[src/rtl/time_display_pkg.sv]
// Shared constants for time_display: active-low 7-segment patterns {g,f,e,d,c,b,a},
// field-select codes and scan digit bounds.
package time_display_pkg;

   localparam logic [6:0] SEG_0     = 7'b1000000;
   localparam logic [6:0] SEG_1     = 7'b1111001;
   localparam logic [6:0] SEG_2     = 7'b0100100;
   localparam logic [6:0] SEG_3     = 7'b0110000;
   localparam logic [6:0] SEG_4     = 7'b0011001;
   localparam logic [6:0] SEG_5     = 7'b0010010;
   localparam logic [6:0] SEG_6     = 7'b0000010;
   localparam logic [6:0] SEG_7     = 7'b1111000;
   localparam logic [6:0] SEG_8     = 7'b0000000;
   localparam logic [6:0] SEG_9     = 7'b0010000;
   localparam logic [6:0] SEG_DASH  = 7'b0111111;
   localparam logic [6:0] SEG_BLANK = 7'b1111111;

   typedef enum logic [1:0] {
      FIELD_HOURS   = 2'd0,
      FIELD_MINUTES = 2'd1,
      FIELD_SECONDS = 2'd2,
      FIELD_NONE    = 2'd3
   } field_e;

   // Scan runs from the hours tens digit down to the seconds units digit.
   localparam logic [2:0] DIGIT_FIRST = 3'd5;
   localparam logic [2:0] DIGIT_LAST  = 3'd0;

   function automatic logic [6:0] seg_decode(input logic [3:0] bcd);
      case (bcd)
         4'd0:    seg_decode = SEG_0;
         4'd1:    seg_decode = SEG_1;
         4'd2:    seg_decode = SEG_2;
         4'd3:    seg_decode = SEG_3;
         4'd4:    seg_decode = SEG_4;
         4'd5:    seg_decode = SEG_5;
         4'd6:    seg_decode = SEG_6;
         4'd7:    seg_decode = SEG_7;
         4'd8:    seg_decode = SEG_8;
         4'd9:    seg_decode = SEG_9;
         default: seg_decode = SEG_BLANK;
      endcase
   endfunction

endpackage

[src/rtl/time_display_bin2bcd_60.sv]
// Combinational 6-bit binary to two-digit BCD with an out-of-range flag (value > MAX_VAL).
module bin2bcd_60 #(
   parameter int MAX_VAL = 59
) (
   input  logic [5:0] bin,
   output logic [3:0] tens,
   output logic [3:0] units,
   output logic       oor
);

   logic [5:0] rem;

   always_comb begin
      oor  = (bin > 6'(MAX_VAL));
      tens = 4'd0;
      // Descending compare ladder: the first threshold met is the tens digit.
      for (int t = 6; t >= 1; t--) begin
         if (tens == 4'd0 && bin >= 6'(t * 10)) begin
            tens = 4'(t);
         end
      end
      rem   = bin - (6'(tens) * 6'd10);
      units = rem[3:0];
   end

endmodule

[src/rtl/time_display.sv]
// Six-digit multiplexed HH.MM.SS driver with per-frame input snapshot and registered outputs.
// Optional edit-field blinking is compiled in with TIME_DISPLAY_BLINK_EN.
module time_display #(
   parameter int REFRESH_DIV = 100000,
   parameter int BLINK_DIV   = 50000000
) (
   input  logic       clk,
   input  logic       rst,
   input  logic [4:0] hours,
   input  logic [5:0] minutes,
   input  logic [5:0] seconds,
   input  logic       edit_en,
   input  logic [1:0] edit_field,
   output logic [6:0] seg,
   output logic [5:0] an,
   output logic       dp
);
   import time_display_pkg::*;

   localparam int CW = (REFRESH_DIV > 1) ? $clog2(REFRESH_DIV) : 1;

   logic [CW-1:0] pre_cnt_reg;
   logic          tick;
   logic          active_reg;
   logic [2:0]    digit_reg, digit_next;
   logic          frame_start;
   logic [4:0]    hours_snap_reg;
   logic [5:0]    minutes_snap_reg, seconds_snap_reg;
   logic [6:0]    seg_reg, seg_next;
   logic [5:0]    an_reg, an_next;
   logic          dp_reg, dp_next;
   logic [1:0]    field_sel;
   logic          blank_sel;

   logic [5:0]    field_bin [3];
   logic [3:0]    tens_w    [3];
   logic [3:0]    units_w   [3];
   logic          oor_w     [3];

   assign tick = (pre_cnt_reg == CW'(REFRESH_DIV - 1));

   // The first tick after reset only enters digit 5; later ticks step down and wrap.
   always_comb begin
      digit_next  = digit_reg;
      frame_start = 1'b0;
      if (tick) begin
         if (!active_reg) begin
            frame_start = 1'b1;
         end else if (digit_reg == DIGIT_LAST) begin
            digit_next  = DIGIT_FIRST;
            frame_start = 1'b1;
         end else begin
            digit_next = digit_reg - 3'd1;
         end
      end
   end

   always_ff @(posedge clk) begin
      if (rst) begin
         pre_cnt_reg      <= '0;
         active_reg       <= 1'b0;
         digit_reg        <= DIGIT_FIRST;
         hours_snap_reg   <= '0;
         minutes_snap_reg <= '0;
         seconds_snap_reg <= '0;
         seg_reg          <= SEG_BLANK;
         an_reg           <= 6'b111111;
         dp_reg           <= 1'b1;
      end else begin
         pre_cnt_reg <= tick ? '0 : pre_cnt_reg + 1'b1;
         if (tick) begin
            active_reg <= 1'b1;
         end
         digit_reg <= digit_next;
         if (frame_start) begin
            hours_snap_reg   <= hours;
            minutes_snap_reg <= minutes;
            seconds_snap_reg <= seconds;
         end
         seg_reg <= seg_next;
         an_reg  <= an_next;
         dp_reg  <= dp_next;
      end
   end

   assign field_bin[0] = {1'b0, hours_snap_reg};
   assign field_bin[1] = minutes_snap_reg;
   assign field_bin[2] = seconds_snap_reg;

   generate
      for (genvar gi = 0; gi < 3; gi++) begin : g_field
         bin2bcd_60 #(
            .MAX_VAL((gi == 0) ? 23 : 59)
         ) u_bcd (
            .bin  (field_bin[gi]),
            .tens (tens_w[gi]),
            .units(units_w[gi]),
            .oor  (oor_w[gi])
         );
      end
   endgenerate

`ifdef TIME_DISPLAY_BLINK_EN
   localparam int BW = (BLINK_DIV > 1) ? $clog2(BLINK_DIV) : 1;

   logic [BW-1:0] blink_cnt_reg;
   logic          blink_on_reg;
   logic          edit_en_snap_reg;
   logic [1:0]    edit_field_snap_reg;

   always_ff @(posedge clk) begin
      if (rst) begin
         blink_cnt_reg       <= '0;
         blink_on_reg        <= 1'b1;
         edit_en_snap_reg    <= 1'b0;
         edit_field_snap_reg <= 2'd0;
      end else begin
         if (blink_cnt_reg == BW'(BLINK_DIV - 1)) begin
            blink_cnt_reg <= '0;
            blink_on_reg  <= ~blink_on_reg;
         end else begin
            blink_cnt_reg <= blink_cnt_reg + 1'b1;
         end
         if (frame_start) begin
            edit_en_snap_reg    <= edit_en;
            edit_field_snap_reg <= edit_field;
         end
      end
   end

   // FIELD_NONE never equals a displayed field, so it never blanks.
   assign blank_sel = edit_en_snap_reg && (edit_field_snap_reg == field_sel) && !blink_on_reg;
`else
   localparam int unused_blink_div = BLINK_DIV;
   logic unused_edit;
   assign unused_edit = ^{edit_en, edit_field};
   assign blank_sel   = 1'b0;
`endif

   always_comb begin
      case (digit_reg)
         3'd5, 3'd4: field_sel = FIELD_HOURS;
         3'd3, 3'd2: field_sel = FIELD_MINUTES;
         default:    field_sel = FIELD_SECONDS;
      endcase
   end

   always_comb begin
      seg_next = SEG_BLANK;
      an_next  = 6'b111111;
      dp_next  = 1'b1;
      if (active_reg) begin
         an_next = ~(6'b000001 << digit_reg);
         dp_next = !((digit_reg == 3'd4) || (digit_reg == 3'd2));
         if (blank_sel) begin
            seg_next = SEG_BLANK;
         end else if (oor_w[field_sel]) begin
            seg_next = SEG_DASH;
         end else begin
            seg_next = seg_decode(digit_reg[0] ? tens_w[field_sel] : units_w[field_sel]);
         end
      end
   end

   assign seg = seg_reg;
   assign an  = an_reg;
   assign dp  = dp_reg;

endmodule

[config.mk]
export PLATFORM = sky130hd
export DESIGN_NAME = time_display
export DESIGN_NICKNAME = d
export VERILOG_FILES = /design/src/rtl/time_display_pkg.sv /design/src/rtl/time_display_bin2bcd_60.sv /design/src/rtl/time_display.sv
export SDC_FILE = /design/constraint.sdc
export NUM_CORES = 1
export LEC_CHECK = 0
export CAP_MARGIN = 20
export CORE_ASPECT_RATIO = 1.2
export CORE_UTILIZATION = 51
export CTS_CLUSTER_SIZE = 8
export DETAILED_ROUTE_END_ITERATION = 16
export GPL_TIMING_DRIVEN = 0
export PLACE_DENSITY = 0.77
export SYNTH_ARGS = -nofsm -noshare
export SYNTH_HDL_FRONTEND = slang
export SYNTH_HIERARCHICAL = 1
export SYNTH_SLANG_ARGS = --single-unit
[constraint.sdc]
create_clock -name clk -period 3 [get_ports clk]
set_input_delay 0.6 -clock clk [delete_from_list [all_inputs] [get_ports clk]]
set_output_delay 0.6 -clock clk [all_outputs]
set_load 0.02 [all_outputs]
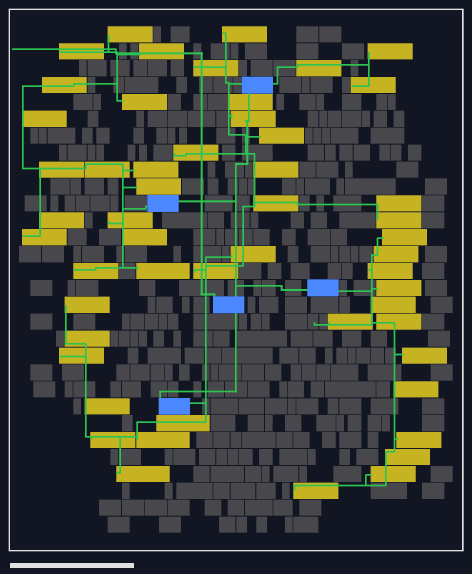
Fig. 1. Routed clock nets over the placement.
Scale bar: 20 um.
- blue: cells driving clock nets (count 5)
- green: clock wires (length 600 um)
- yellow: flip-flops (count 52)
- routed clock nets: 6

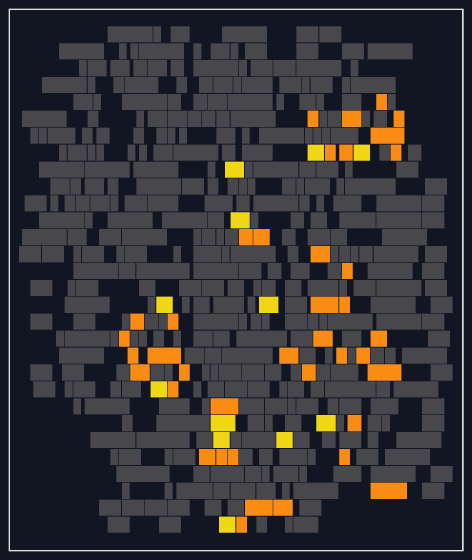
Fig. 2. Gate-type map.
- yellow: AND-OR and OR-AND gates (cells 12; most used o21a_1)
- orange: inverting AOI/OAI gates (cells 39; most used a21oi_1)

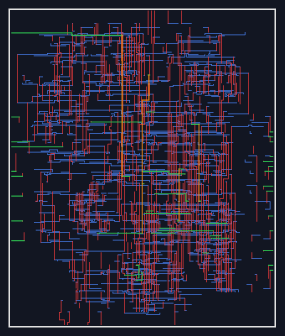
Fig. 3. Wiring by layer.
- red: met2 (wire length 3090 um)
- blue: met1 (wire length 2960 um)
- orange: met4 (wire length 120 um)
- green: met3 (wire length 209 um)

==> run summary <==
Implementation results. Detailed-placement wirelength estimate landed at approximately 4.4 mm. Looking at the reg2reg group, the worst path ends at seg[4]$_SDFF_PP1_. The finished design was reported to have a net count of around 430. The vertical die dimension reported for this design is 86.88 um. The most numerous cell type found on the critical path is sky130_fd_sc_hd__a211oi_2. In this run the worst setup path begins at hours_snap_reg[4]$_SDFFE_PP0P_. The final timing report derives a shortest allowable period of slightly above 3 ns. Wire length after detailed routing landed at around 6.4 mm. Total CTS buffers landed at 5. For this run, the chip area from Yosys synthesis comes to ~3100 um^2.

Per the detail_route report, vias per standard cell equal approximately 5.5. Entering global routing, the biggest net connects 17 pins. The critical path in this run is classified as register to register. Area fraction in xor and xnor cells landed at about 5.4%. The main area contributors are sky130_fd_sc_hd__dfxtp_1 34%, sky130_fd_sc_hd__mux2i_1 10%, sky130_fd_sc_hd__nor2_1 5.8%. Count of unresolved DRC violations after routing landed at 0.

STA shows the worst reg2reg path with a cell count of 12. On the reported timing paths, the clock transition at the registers reads 0.09 ns. Final hold violation count landed at 0. Detailed-routing iteration count for the pre-antenna-repair pass landed at 4. Once the floorplan was initialized, standard cells occupied around 54% of the core. In the final report, the number of endpoints failing setup comes to 4. Async set or reset register ratio after synthesis landed at 0%. The startpoint identified for the worst register-to-register timing path is hours_snap_reg[4]$_SDFFE_PP0P_. The number of buffers and inverters on the critical path is 0. The checks that failed: negative setup slack. Wire length per cell landed at 13.24 um.

Overall routing resource usage recorded by global route was 21.48%. For the worst min-delay path, the startpoint reported by OpenROAD is pre_cnt_reg[0]$_SDFF_PP0_. The critical path's slowest stage uses the library cell sky130_fd_sc_hd__mux4_2. Tally of nets with antenna violations remaining after routing landed at 0. Worst setup slack for register-to-register paths landed at -0.03 ns. The run finished, with violations left. After layout, the worst setup slack is -0.03148 ns.
-- power by group --
| part | internal [mW] | switching (mW) |
|---|---|---|
| registers | 0.689 | 0.00350 |
| logic | 0.0497 | 0.0422 |
| clock network | 0.189 | 0.235 |
-- layer usage --
layer,global-route usage [%],wire length (um),vias to the layer above
met1,27.14,2960,1263
li1,-,-,1308
met5,0,0,-
met3,3.819,208,11
met2,35.77,3094,60
met4,9.269,119,0
-- cell usage after synthesis, drive strengths merged, types with 2 or more instances --
library cell,count
a21o,2
and4,2
nor4b,2
nand2b,9
ha,7
a221oi,2
o21ai,10
a211oi,4
xnor2,6
o21a,5
and2,2
a21oi,8
nor2,47
nand3,12
nand2,18
nor3b,2
xor2,13
and3,7
nor3,7
o32ai,2
nor2b,6
inv,21
a2bb2oi,2
mux2i,32
buf,22
clkbuf,3
dfxtp,52
nand3b,2
nand4,5
conb,4
fa,3
nor4,5
a31oi,5
o31a,2
or2,4
-- cell type report --
| class | instances | area [um^2] |
|---|---|---|
| multi-input cells | 255 | 1869 |
| clock buffers | 6 | 82.58 |
| well taps | 80 | 100.1 |
| inverters | 21 | 81.33 |
| clock inverters | 2 | 13.76 |
| repair buffers | 44 | 414.1 |
| flip-flops and latches | 52 | 1056 |
| plain buffers | 22 | 152.6 |
| fillers | 495 | 1936 |
-- cells in the final DEF, fill, tap and decap left out, types with 6 or more instances in the layout --
cell	n
sky130_fd_sc_hd__a21oi_1	7
sky130_fd_sc_hd__and3_1	6
sky130_fd_sc_hd__buf_2	7
sky130_fd_sc_hd__buf_4	20
sky130_fd_sc_hd__clkbuf_8	6
sky130_fd_sc_hd__clkdlybuf4s50_1	32
sky130_fd_sc_hd__dfxtp_1	48
sky130_fd_sc_hd__ha_1	6
sky130_fd_sc_hd__inv_1	17
sky130_fd_sc_hd__mux2i_1	32
sky130_fd_sc_hd__nand2_1	18
sky130_fd_sc_hd__nand2b_1	7
sky130_fd_sc_hd__nand3_1	12
sky130_fd_sc_hd__nor2_1	46
sky130_fd_sc_hd__nor2b_1	6
sky130_fd_sc_hd__nor3_1	6
sky130_fd_sc_hd__o21ai_0	6
sky130_fd_sc_hd__xor2_1	13
-- through the flow --
stage / instance area (um^2) / total power [mW] / setup TNS (ns) / std cells / setup slack [ns]
2_1_floorplan: 3064 / 0.7585 / 0 / 352 / 0.004570
3_3_place_gp: 3485 / 0.7917 / -1.180 / 464 / -0.2110
3_5_place_dp: 3485 / 0.7937 / -1.454 / 464 / -0.2434
4_1_cts: 3719 / 1.221 / -0.01353 / 480 / -0.01353
5_1_grt: 3770 / 1.253 / -0.7309 / 482 / -0.1290
6_report: 3770 / 1.208 / -0.04733 / 482 / -0.03148
-- cells by family (layout without fill, tap and decap cells) --
logic type / Yosys count / count (layout)
compound gates: 51 / 51
xor+xnor: 19 / 19
fa+ha+maj: 11 / 11
buf+inv: 46 / 95
flops: 52 / 52
mux: 34 / 35
other cells: 4 / 4
simple gates: 135 / 135
-- what timing repair did --
item	CTS	global route
buffers inserted	8	4
setup endpoints to repair	7	7
cloned	1	0
pin swaps	13	9
gates resized	17	18
Power and IR drop assume default switching activity.
